Fig. 1: run 1, signal wires on met2
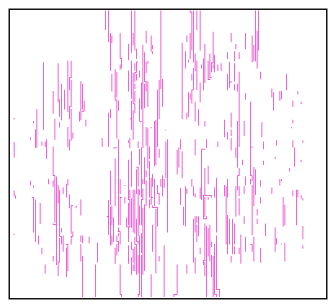
Fig. 2: run 1, signal wires on met1
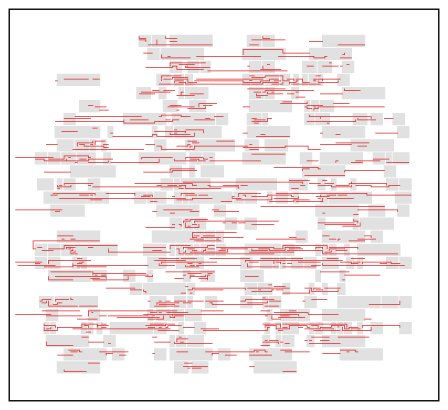
Fig. 3: run 1, sequential cells coloured by netlist name
The bar under the picture is 20 um long. Other sequential cells in the stronger grey, the rest of the logic in the fainter grey.
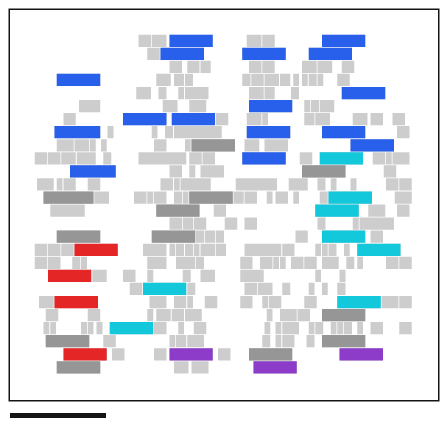
Fig. 4: run 1, routing congestion map
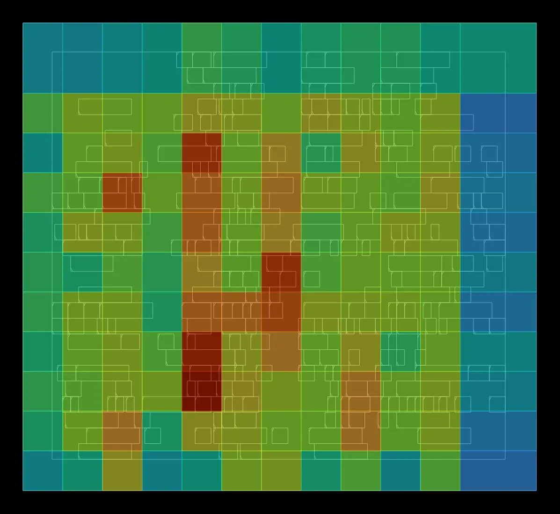
File: src/rtl/decode_pkg.sv
// Shared decode definitions: instruction class codes, FSM states,
// output flag bundle and the NOP flag constant.
package decode_pkg;

    typedef enum logic [1:0] {
        CLS_ALU0 = 2'b00,
        CLS_ALU1 = 2'b01,
        CLS_IMM  = 2'b10,
        CLS_JMP  = 2'b11
    } cls_e;

    typedef enum logic {
        S_DECODE = 1'b0,
        S_IMM    = 1'b1
    } state_e;

    typedef struct packed {
        logic is_write;
        logic is_short_imm;
        logic is_jump;
        logic is_load_next;
    } flags_t;

    localparam flags_t NOP_FLAGS = '0;

endpackage

File: src/rtl/decode_fields.sv
// Combinational field extraction from one instruction word.
// Ports: instr in; cls, alu_op, rs, rt, dest, low_zero, low_imm, jmp_imm out.
module decode_fields #(
    parameter int IW   = 8,
    parameter int NREG = 4,
    localparam int RW  = $clog2(NREG),
    localparam int AW  = IW - 1 - 2 * RW,
    localparam int LW  = IW - 2 - RW
) (
    input  logic [IW-1:0] instr,
    output logic [1:0]    cls,
    output logic [AW-1:0] alu_op,
    output logic [RW-1:0] rs,
    output logic [RW-1:0] rt,
    output logic [RW-1:0] dest,
    output logic          low_zero,
    output logic [IW-1:0] low_imm,
    output logic [IW-1:0] jmp_imm
);

    assign cls      = instr[IW-1:IW-2];
    assign alu_op   = instr[IW-2:2*RW];
    assign rs       = instr[2*RW-1:RW];
    assign rt       = instr[RW-1:0];
    assign dest     = instr[IW-3 -: RW];
    assign low_zero = (instr[LW-1:0] == '0);
    assign low_imm  = IW'(instr[LW-1:0]);
    assign jmp_imm  = IW'(instr[IW-3:0]);

endmodule

File: src/rtl/decode_stage.sv
// Decode stage: valid/ready pipeline register with a two-word load-next FSM.
// Ports: clk, rst, in_* handshake, force_nop, out_* handshake, decoded fields.
module decode_stage
    import decode_pkg::*;
#(
    parameter int IW   = 8,
    parameter int NREG = 4,
    parameter int CW   = 16,
    localparam int RW  = $clog2(NREG),
    localparam int AW  = IW - 1 - 2 * RW
) (
    input  logic            clk,
    input  logic            rst,
    input  logic [IW-1:0]   in_instr,
    input  logic            in_valid,
    output logic            in_ready,
    input  logic            force_nop,
    output logic            out_valid,
    input  logic            out_ready,
    output logic [RW-1:0]   rs_read,
    output logic [RW-1:0]   rt_read,
    output logic            is_write,
    output logic [NREG-1:0] reg_write,
    output logic            is_short_imm,
    output logic            is_jump,
    output logic            is_load_next,
    output logic [AW-1:0]   alu_op,
    output logic [IW-1:0]   imm,
    output logic            imm_pending,
    output logic [CW-1:0]   decode_count
);

    logic [1:0]    f_cls;
    logic [AW-1:0] f_alu_op;
    logic [RW-1:0] f_rs;
    logic [RW-1:0] f_rt;
    logic [RW-1:0] f_dest;
    logic          f_low_zero;
    logic [IW-1:0] f_low_imm;
    logic [IW-1:0] f_jmp_imm;

    decode_fields #(
        .IW   (IW),
        .NREG (NREG)
    ) u_fields (
        .instr    (in_instr),
        .cls      (f_cls),
        .alu_op   (f_alu_op),
        .rs       (f_rs),
        .rt       (f_rt),
        .dest     (f_dest),
        .low_zero (f_low_zero),
        .low_imm  (f_low_imm),
        .jmp_imm  (f_jmp_imm)
    );

    state_e        state;
    state_e        state_d;
    logic [RW-1:0] dest_q;
    logic [RW-1:0] dest_d;

    logic            accept;
    logic            emit;
    flags_t          n_flags;
    logic [RW-1:0]   n_rs;
    logic [RW-1:0]   n_rt;
    logic [AW-1:0]   n_alu_op;
    logic [IW-1:0]   n_imm;
    logic [NREG-1:0] n_reg_write;

    assign in_ready    = !out_valid || out_ready;
    assign accept      = in_valid && in_ready;
    assign imm_pending = (state == S_IMM);

    always_comb begin
        state_d  = state;
        dest_d   = dest_q;
        emit     = 1'b0;
        n_flags  = NOP_FLAGS;
        n_rs     = '0;
        n_rt     = '0;
        n_alu_op = '0;
        n_imm    = '0;
        if (accept) begin
            if (force_nop) begin
                // Squash always lands back in S_DECODE, even mid load-next.
                emit    = 1'b1;
                state_d = S_DECODE;
            end else if (state == S_IMM) begin
                emit                 = 1'b1;
                n_flags.is_load_next = 1'b1;
                n_flags.is_write     = 1'b1;
                n_rs                 = dest_q;
                n_imm                = in_instr;
                state_d              = S_DECODE;
            end else begin
                unique case (cls_e'(f_cls))
                    CLS_ALU0, CLS_ALU1: begin
                        emit             = 1'b1;
                        n_flags.is_write = 1'b1;
                        n_alu_op         = f_alu_op;
                        n_rs             = f_rs;
                        n_rt             = f_rt;
                    end
                    CLS_IMM: begin
                        if (f_low_zero) begin
                            // Zero short field: payload is the next word.
                            state_d = S_IMM;
                            dest_d  = f_dest;
                        end else begin
                            emit                 = 1'b1;
                            n_flags.is_write     = 1'b1;
                            n_flags.is_short_imm = 1'b1;
                            n_rs                 = f_dest;
                            n_imm                = f_low_imm;
                        end
                    end
                    CLS_JMP: begin
                        emit            = 1'b1;
                        n_flags.is_jump = 1'b1;
                        n_imm           = f_jmp_imm;
                    end
                endcase
            end
        end
        // Every writing class targets the register carried on rs_read.
        n_reg_write = n_flags.is_write ? (NREG'(1) << n_rs) : '0;
    end

    always_ff @(posedge clk or posedge rst) begin
        if (rst) begin
            state        <= S_DECODE;
            dest_q       <= '0;
            out_valid    <= 1'b0;
            rs_read      <= '0;
            rt_read      <= '0;
            is_write     <= 1'b0;
            reg_write    <= '0;
            is_short_imm <= 1'b0;
            is_jump      <= 1'b0;
            is_load_next <= 1'b0;
            alu_op       <= '0;
            imm          <= '0;
            decode_count <= '0;
        end else begin
            state  <= state_d;
            dest_q <= dest_d;
            if (emit) begin
                out_valid    <= 1'b1;
                rs_read      <= n_rs;
                rt_read      <= n_rt;
                is_write     <= n_flags.is_write;
                reg_write    <= n_reg_write;
                is_short_imm <= n_flags.is_short_imm;
                is_jump      <= n_flags.is_jump;
                is_load_next <= n_flags.is_load_next;
                alu_op       <= n_alu_op;
                imm          <= n_imm;
                decode_count <= decode_count + 1'b1;
            end else if (out_ready) begin
                out_valid <= 1'b0;
            end
        end
    end

endmodule

File: config.mk
export PLATFORM = sky130hd
export DESIGN_NAME = decode_stage
export DESIGN_NICKNAME = d
export VERILOG_FILES = /design/src/rtl/decode_pkg.sv /design/src/rtl/decode_fields.sv /design/src/rtl/decode_stage.sv
export SDC_FILE = /design/constraint.sdc
export NUM_CORES = 1
export LEC_CHECK = 0
export CORE_ASPECT_RATIO = 0.9
export CORE_MARGIN = 5
export CORE_UTILIZATION = 35
export CTS_CLUSTER_SIZE = 8
export DETAILED_ROUTE_END_ITERATION = 7
export PLACE_DENSITY_LB_ADDON = 0.05
export SLEW_MARGIN = 20
export SYNTH_ARGS = -nofsm -noshare
export SYNTH_HDL_FRONTEND = slang
export SYNTH_SLANG_ARGS = --single-unit
File: constraint.sdc
create_clock -name clk -period 2.2 [get_ports clk]
set_input_delay 0.44 -clock clk [delete_from_list [all_inputs] [get_ports clk]]
set_output_delay 0.44 -clock clk [all_outputs]
set_load 0.1 [all_outputs]
==> run notes, run 1 <==
Observations from the implementation run.

Logic synthesis:
- In this run, synthesis produced a sequential element count of 43.
- Per the Yosys statistics, synthesis produced 183 cells.
- The run puts the area fraction in mux cells at 1.713%.
- The run gives the main flop type after synthesis as dfrtp_1.
- When the netlist entered floorplanning its net count stood at 197.
- The run puts the xor and xnor area share after synthesis at 6.662%.
- The run puts the part of the Yosys area used for sequential elements at 54.57%.
- The chip area line in the Yosys stat output reads 1972 um2.
- The run gives the combined area of all synthesized cells as 1972 um2.
- The run gives the fraction of the mapped netlist area in simple logic gates as 19.54%.
- The run gives the average cell area after synthesis as 10.78 um2.
- The run puts the number of enable flip-flop cells at 0.
- The run gives the count of synthesis-stage warnings from yosys as 0.
- The synthesized design spends more area on one cell type than any other, namely dfrtp_1.
- The run gives the cell count after synthesis as 183.
- The run gives the top-area cell type share of the netlist area as 54.57%.
- The synthesis report gives the async set-or-reset register share as 100.0%.
- Among the non-sequential cells, simple AND/OR/NAND/NOR gates take the most area.
- In the Yosys stats the netlist draws on 38 distinct library cells.
- The run gives the share of synthesized cell area in full adder, half adder and majority cells as 0.6345%.
- The run gives the area fraction in compound gates after synthesis as 13.58%.
- Ranked by total cell area, the synthesized netlist is headed by dfrtp_1 55%, nand2_1 8.4%, xnor2_1 5.8%.

Critical path:
- The run gives the total number of cells along the worst setup path as 5.
- The run puts the maximum fanout along the worst path at 5.
- In this run the register-to-register setup slack is 0.40 ns.
- The run gives the logic depth of the worst register-to-register path as 5.
- The endpoint identified for the worst register-to-register timing path is decode_count[6].
- Broken down by cell family, the worst path's largest delay share belongs to buffers and inverters.
- The run gives the startpoint type of the worst setup path as an input port.
- The critical path goes through clkdlybuf4s50_1 > and2b_2 > clkinvlp_4 > buf_4 > buf_12.
- According to the timing report, the critical path is captured at in_ready.
- The timing report gives the biggest stage delay along the critical path as 0.40 ns.
- The run puts the endpoint required time on the critical path at 1.76 ns.
- The run gives the cell with the biggest individual delay on the critical path as clkdlybuf4s50_1.
- According to the timing report, the critical path is launched from out_ready.
- The run gives the category of the worst setup path capture point as an output pin.
- The run gives the beginning of the worst register-to-register path as imm_pending.
- Data on the critical path arrives at its endpoint at 1.62 ns.
- The run puts the count of buffering cells on the critical path with inverters included at 4.
- The setup path with the least slack is of type in2out.

Routing:
- The script logs the ratio of routed vias to standard cells as 4.901.
- The detail route stage leaves a number of antenna-violating nets equal to 0.
- The script logs the mean routed wire length per placed instance as 14.80 um.
- After detailed routing, the number of remaining DRC violations is 0.
- The run gives the DRC marker count from the first detailed-route iteration as 37.
- The run gives the total via count in the routed design as 1642.
- The run gives the iteration tally of the first detailed-router pass as 4.
- The run gives the total wirelength of the detailed-routed design as 4957 um.

Cells and area:
- The net count of the finished layout is 278.
- The finished layout reports a core utilization of 49.84%.
- Per the cell usage report, the commonest logic cells after layout are 67 x buf_4, 44 x nand2_1, 40 x dfrtp_1.
- The run gives the most frequent standard cell in the layout excluding fill and tap cells as buf_4.
- The run puts the number of antenna cells inserted at 0.
- In the final layout, the share of cells above drive strength 1 is 33.21%.
- The run puts the layout overhead on the synthesized area at 40.61%.

Global route:
- The run gives the via count of the first global-routing pass as 1665.
- The run puts the maximum number of pins on one net before global-route repair at 44.
- The run gives the number of antenna violations at the first check in global routing as 0.
- The first global-routing pass estimated 8114 um of wire.
- The total overflow left after global routing is 0.

Clock tree:
- The run gives the TritonCTS sink count as 43.
- Once the clock tree was built, the resizer swapped 0 gates to a different size.
- The run gives the number of H-tree levels as 2.
- The run puts the CTS buffer count at 5.
- Per the CTS log, the root buffer master is clkbuf_8.
- The run puts the count of hold buffers inserted by post-cts repair at 0.
- The run gives the CTS tree as built.
- For reference, the clock transition at the flip-flops on the worst setup and hold paths is 0.08 ns.
- The run gives the clock latency at the later pin of the worst-skew pair as 0.29 ns.
- The run puts the post-CTS setup buffer count at 0.
- The run puts the maximum clock insertion buffer count at 2.

Hold path:
- The run gives the worst hold path stage count as 1.
- Checking hold timing, the worst path is listed with class reg2reg.
- The startpoint identified for the worst hold timing path is decode_count[15].
- Looking at the hold checks, the worst path lands on decode_count[15].

Die:
- The die is 89.12 um wide.
- The run gives the die span in y as 81.21 um.
- The run puts the floorplan utilization at 35.45%.
- The run puts the area of the core at 5563 um2.
- The run gives the cell row count as 26.
- The run puts the top-level port count at 55.
- The run gives the area of the chip as 7237 um2.

Final timing:
- The run puts the count of endpoints failing setup in the final report at 0.
- The run gives the minimum clock period after layout as 2.062 ns.
- Clock skew on the completed layout was measured at 0.005095 ns.
- Per the final timing report, the hold violations number 0.
- The run puts the slew at the pin closest to its max-slew limit at 0.5602 ns.
- Setup slack closes at 0.1376 ns.
- The run puts the total count of max-transition violations in the final report at 0.
- The run gives the final worst-path cycle share as 93.75%.
- In this build the clock could be raised as far as 484.9 MHz.
- Setup repair after global routing left no endpoint under its margin.
- The run puts the relative max-transition margin at 62.32%.
- The tightest hold path in the finished design has a slack of 0.4787 ns.

Placement:
- The run gives the worst setup timing slack at the placement stage as -0.08840 ns.
- The run puts the estimated wirelength of the detail-placed design at 3743 um.
- The run gives the final weighted congestion of routability-driven global placement as 0.7389.
- The run puts the number of buffers inserted by port buffering at 54.

Run status:
- The flow ran to the end, and the final reports show no timing, DRC or antenna violations.

Power and ir drop:
- The run gives the total power per unit cell area as 959.3 nW/um2.
- The run puts the static leakage at 0.001283 uW.
- The run puts the worst-case vdd ir drop at 0.9827 mV.

Run:
- In this run the maximum-capacitance check reported violations numbering 0.
- The logs give a warning total of 26.
-- Fig. 1 (at the start) --
share of all routed wire: 44%
longest straight run: 28.9 um
wire length on this layer: 2180 um
nets with wire on the layer: 241

-- Fig. 2 (at the start) --
longest straight run: 32.2 um
nets with wire on the layer: 234
share of all routed wire: 48%

-- Fig. 3 (at the start) --
| netlist name | colour | flops |
|---|---|---|
| decode_count | blue | 16 |
| reg_write | red | 4 |
| alu_op | purple | 3 |
| imm | cyan | 8 |
not coloured: 12

-- Fig. 4 (at the start) --
Tot GR Track Use: 14.38%
Most Used Layer, Global Route: met2

## run 1: cells in the mapped netlist, types with 2 or more instances
master / number
a2111oi_4: 2
a21oi_1: 5
a22o_1: 2
buf_2: 3
buf_4: 2
dfrtp_1: 43
inv_1: 5
mux2_1: 2
nand2_1: 44
nand3_1: 6
nand4_1: 5
nand4b_1: 2
nor2_1: 5
nor2b_1: 3
nor3_1: 3
o21ai_0: 13
o31ai_1: 2
o41ai_1: 3
xnor2_1: 13
xor2_1: 2
## run 1: worst reg2reg max path: cells and delay by family, from the launching register on
family	cells	cell delay (ns)
xor gates and xnor gates	1	0.15
buffers and inverters	1	0.17
DFF	1	0.56
and+or+nand+nor	2	0.30
AOI/OAI and AO/OA	1	0.52
## run 1: where the power goes
| group | switching [uW] | total (uW) | internal (uW) |
|---|---|---|---|
| registers | 105 | 995 | 891 |
| clock network | 269 | 491 | 222 |
| logic | 900 | 1170 | 274 |
## run 1: per-stage QoR
step	power (uW)	area (um2)	TNS [ns]	instances
detailed placement	2190	2688	-0.5586	327
finish	2660	2773	0	335
global placement	2169	2688	-0.2168	327
floorplan	1884	1983	0	183
global route	2759	2773	0	335
CTS	2692	2773	0	335
## run 1: layout make-up
class                   instances  area [um2]
clock buffers                   6       72.57
clock inverters                 2       12.51
fillers                       507        2790
inverters                       5       22.52
multi-input cells             128       832.0
flip-flops and latches         43        1082
well taps                      70       87.58
repair buffers                 81       663.1
## run 1: registers in the layout, indices dropped and copies added (netlist names), 2 cells and up
name,count
alu_op,3
decode_count,16
dest_q,2
imm,8
reg_write,4
rs_read,2
rt_read,2
## run 1: routing by layer
layer	track usage, %	vias up	share of wire [%]
met5	0	-	0
met2	22.09	41	44
met1	19.79	794	48
met3	3.448	9	6.6
met4	4.911	0	1.5
li1	-	798	-
==> run 2: changes to the inputs <==
CTS_CLUSTER_DIAMETER = 200   (was unset)
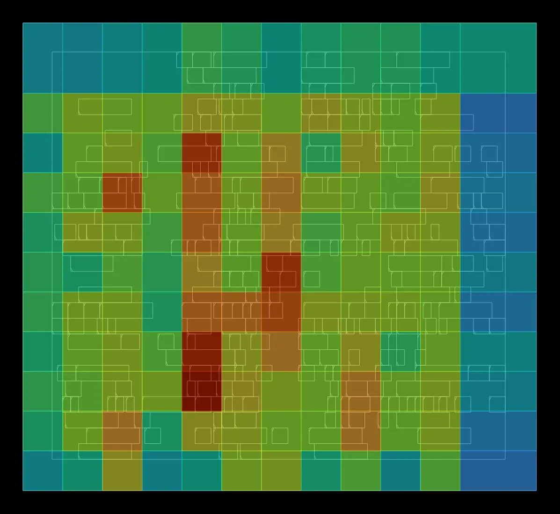
Fig. 5. Routing congestion map (run 2).
global routing met2 resource utilization: 22.09%
end-of-flow core utilization: 49.84%

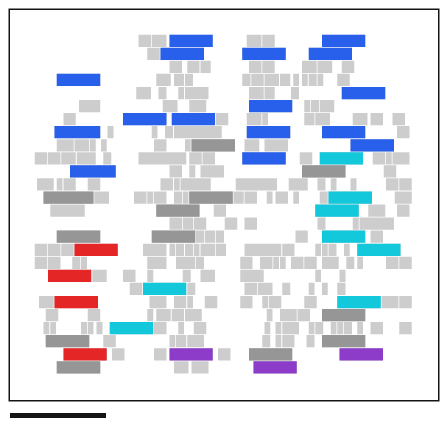
Fig. 6. Sequential cells coloured by netlist name (run 2).
The bar under the picture is 20 um long. Other sequential cells in the stronger grey, the rest of the logic in the fainter grey.
| netlist name | colour | flops |
|---|---|---|
| decode_count | blue | 16 |
| reg_write | red | 4 |
| imm | cyan | 8 |
| alu_op | purple | 3 |
not coloured: 12

==> run notes, run 2 <==
Observations from the implementation run.

Run status:
- The run finished with clean final reports.

Logic synthesis:
- The synthesis report lists the most area-consuming cells as dfrtp_1 55%, nand2_1 8.4%, xnor2_1 5.8%.
- The run puts the number of enable flip-flop cells at 0 (unchanged).
- The run gives the combined area of all synthesized cells as 1972 um2 (unchanged).
- The yosys stat chip area came to 1972 um2 (unchanged).
- The run gives the net count after synthesis as 197 (unchanged).
- The count of synthesis-stage warnings from yosys came to 0 (unchanged).
- The part of the Yosys area used for sequential elements is 54.57% (unchanged).
- The largest total area in the synthesized netlist belongs to dfrtp_1.
- The run gives the main flop type after synthesis as dfrtp_1.
- The run puts the cell count after synthesis at 183 (unchanged).
- The run puts the synthesis-stage register bit count at 43 (unchanged).
- By instance count, the leading cell after synthesis is nand2_1.
- The run gives the top-area cell type share of the netlist area as 54.57% (unchanged).

Critical path:
- The critical path arrival is 1.62 ns (about the same).
- STA classifies the critical path startpoint as an input port.
- The run puts the count of buffering cells on the critical path with inverters included at 4 (unchanged).
- Per the STA report, the cell with the highest stage delay on the worst path is clkdlybuf4s50_1.
- The run gives the beginning of the worst register-to-register path as imm_pending.
- Traced cell by cell, the critical path runs through clkdlybuf4s50_1 > and2b_2 > clkinvlp_4 > buf_4 > buf_12.
- The cell family contributing the most delay on the critical path is buffers and inverters.
- The run gives the maximum fanout along the worst path as 5 (unchanged).

Run:
- The number of maximum-capacitance constraint violations came to 0 (unchanged).

Cells and area:
- The run puts the count of nets after finishing at 278 (unchanged).
- The largest registers in the layout are decode_count: 16 flops, imm: 8 flops, reg_write: 4 flops.
- The run puts the layout overhead on the synthesized area at 40.61% (unchanged).
- The run gives the non-filler instance count after layout as 335 (unchanged).
- The run gives the most frequent standard cell in the layout excluding fill and tap cells as buf_4.
- The final-layout fill cell count was 507 (unchanged).
- The run gives the number of flip-flops in the largest register as 16 (unchanged).
- More flip-flops sit in one register than any other, and that register is decode_count.

Routing:
- The run puts the met3 wire length at 327 um (unchanged).
- The run gives the DRC marker count from the first detailed-route iteration as 37 (unchanged).
- The run gives the top routing layer in use as met4.
- The run gives the detailed-route vias per instance as 4.901 (unchanged).
- The run gives the total via count in the routed design as 1642 (unchanged).
- The run puts the iteration tally of the first detailed-router pass at 4 (unchanged).
- The run puts the remaining antenna violation count after routing at 0 (unchanged).
- The run puts the number of remaining DRC errors at 0 (unchanged).
- The run puts the wire length the detailed router placed on met1 at 2377 um (unchanged).

Final timing:
- The maximum clock skew at final layout came to 0.005095 ns (unchanged).
- The run gives the achievable frequency as 484.9 MHz (unchanged).
- The final worst-path cycle share came to 93.75% (unchanged).
- The slew at the pin closest to its max-slew limit was 0.5602 ns (unchanged).
- The run puts the count of endpoints failing setup in the final report at 0 (unchanged).
- Setup repair after global routing left no endpoint under its margin.
- The run puts the relative max-transition margin at 62.32% (unchanged).

Die:
- The run puts the cell row count at 26 (unchanged).
- The run puts the area of the core at 5563 um2 (unchanged).
- The run puts the top-level port count at 55 (unchanged).
- The floorplan utilization came to 35.45% (unchanged).
- The die span in y is 81.21 um (unchanged).
- The run gives the area of the chip as 7237 um2 (unchanged).

Clock tree:
- The run gives the CTS tree as built.
- The run gives the post-CTS setup buffer count as 0 (unchanged).
- The run puts the count of hold buffers inserted by post-cts repair at 0 (unchanged).
- The run puts the CTS clock-pin slew for the worst setup and hold paths at 0.08 ns (about the same).
- The run gives the CTS buffer count as 5 (unchanged).
- The TritonCTS sink count is 43 (unchanged).
- The run gives the maximum clock insertion buffer count as 2 (unchanged).
- The number of H-tree levels is 2 (unchanged).
- The run gives the post-cts gate resize count as 0 (unchanged).

Global route:
- The run gives the overall overflow remaining after global route as 0 (unchanged).
- After global routing, the most crowded layer is met2.
- The run gives the maximum number of pins on one net before global-route repair as 44 (unchanged).
- The run puts the number of antenna violations at the first check in global routing at 0 (unchanged).
- The met3 track demand over resource came to 3.448% (unchanged).

Placement:
- The estimated wirelength of the detail-placed design is 3743 um (unchanged).
- The run puts the number of buffers inserted by port buffering at 54 (unchanged).
- The final weighted congestion of routability-driven global placement was 0.7389 (unchanged).
- The run puts the number of placed instances, taps included at 327 (unchanged).

Power and ir drop:
- The run puts the sequential fraction of design power at 37.4% (about the same).
- The run gives the worst-case vdd ir drop as 0.9827 mV (unchanged).
- The run puts the internal power component at 1387 uW (unchanged).
- The fraction of power consumed by combinational cells came to 44.1% (about the same).
- The run puts the total power per unit cell area at 959.3 nW/um2 (unchanged).
- The run gives the fraction of power consumed by the clock network as 18.4% (about the same).
- The run gives the overall power as 2660 uW (unchanged).
- The run gives the switching power as a share of total power as 47.85% (unchanged).
- The net switching power figure was 1273 uW (unchanged).
- The run puts the static leakage at 0.001283 uW (unchanged).

Hold path:
- The launch point of the worst min-delay path is recorded as decode_count[15].
- The worst hold path belongs to the class reg2reg.
-- run 2: area by class of cell --
class | instances | area [um2] | area share [%]
multi-input combinational | 128 | 832.0 | 30.01
inverter | 5 | 22.52 | 0.8123
tap | 70 | 87.58 | 3.159
sequential | 43 | 1082 | 39.03
clock inverter | 2 | 12.51 | 0.4513
clock buffer | 6 | 72.57 | 2.617
timing repair buffer | 81 | 663.1 | 23.92
-- run 2: final timing paths --
path	endpoint	slack (ns)	cells past startpoint
setup / recovery	in_ready	0.14	5
hold / removal	decode_count[15]	0.48	1
setup reg to reg	decode_count[6]	0.40	5
hold reg to reg	decode_count[15]	0.48	1
max in group asynchronous	out_valid	1.19	3
min in group asynchronous	imm[6]	0.59	3
-- run 2: kinds of logic (layout without fill, tap and decap cells) --
group / count (synthesis) / after routing / synth area share, %
flip-flops: 43 / 43 / 54.57
AND-OR/OR-AND: 33 / 33 / 13.58
AND/OR/NAND/NOR: 76 / 76 / 19.54
multiplexers: 3 / 3 / 1.713
XOR/XNOR: 15 / 15 / 6.663
adder cells (fa/ha/maj): 1 / 1 / 0.6344
buffers and inverters: 12 / 94 / 3.299
-- run 2: power by group through the flow --
stage          clock network, uW  registers (uW)  logic, uW
3_3_place_gp                   0            1000       1170
2_1_floorplan                  0            1670        215
5_1_grt                      527            1010       1220
3_5_place_dp                   0            1010       1180
4_1_cts                      514             995       1180
6_report                     491             995       1170
-- run 2: stage by stage --
step           TNS [ns]  util, %  setup slack (ns)  instance area, um2
6_report              0    49.84            0.1376                2773
5_1_grt               0    49.84           0.06354                2773
4_1_cts               0    49.84            0.1313                2773
3_5_place_dp    -0.5586    48.31          -0.08840                2688
3_3_place_gp    -0.2168    48.31          -0.04996                2688
2_1_floorplan         0        -           0.02826                1983
No activity file was given, so power comes from the tool's default toggle rates.
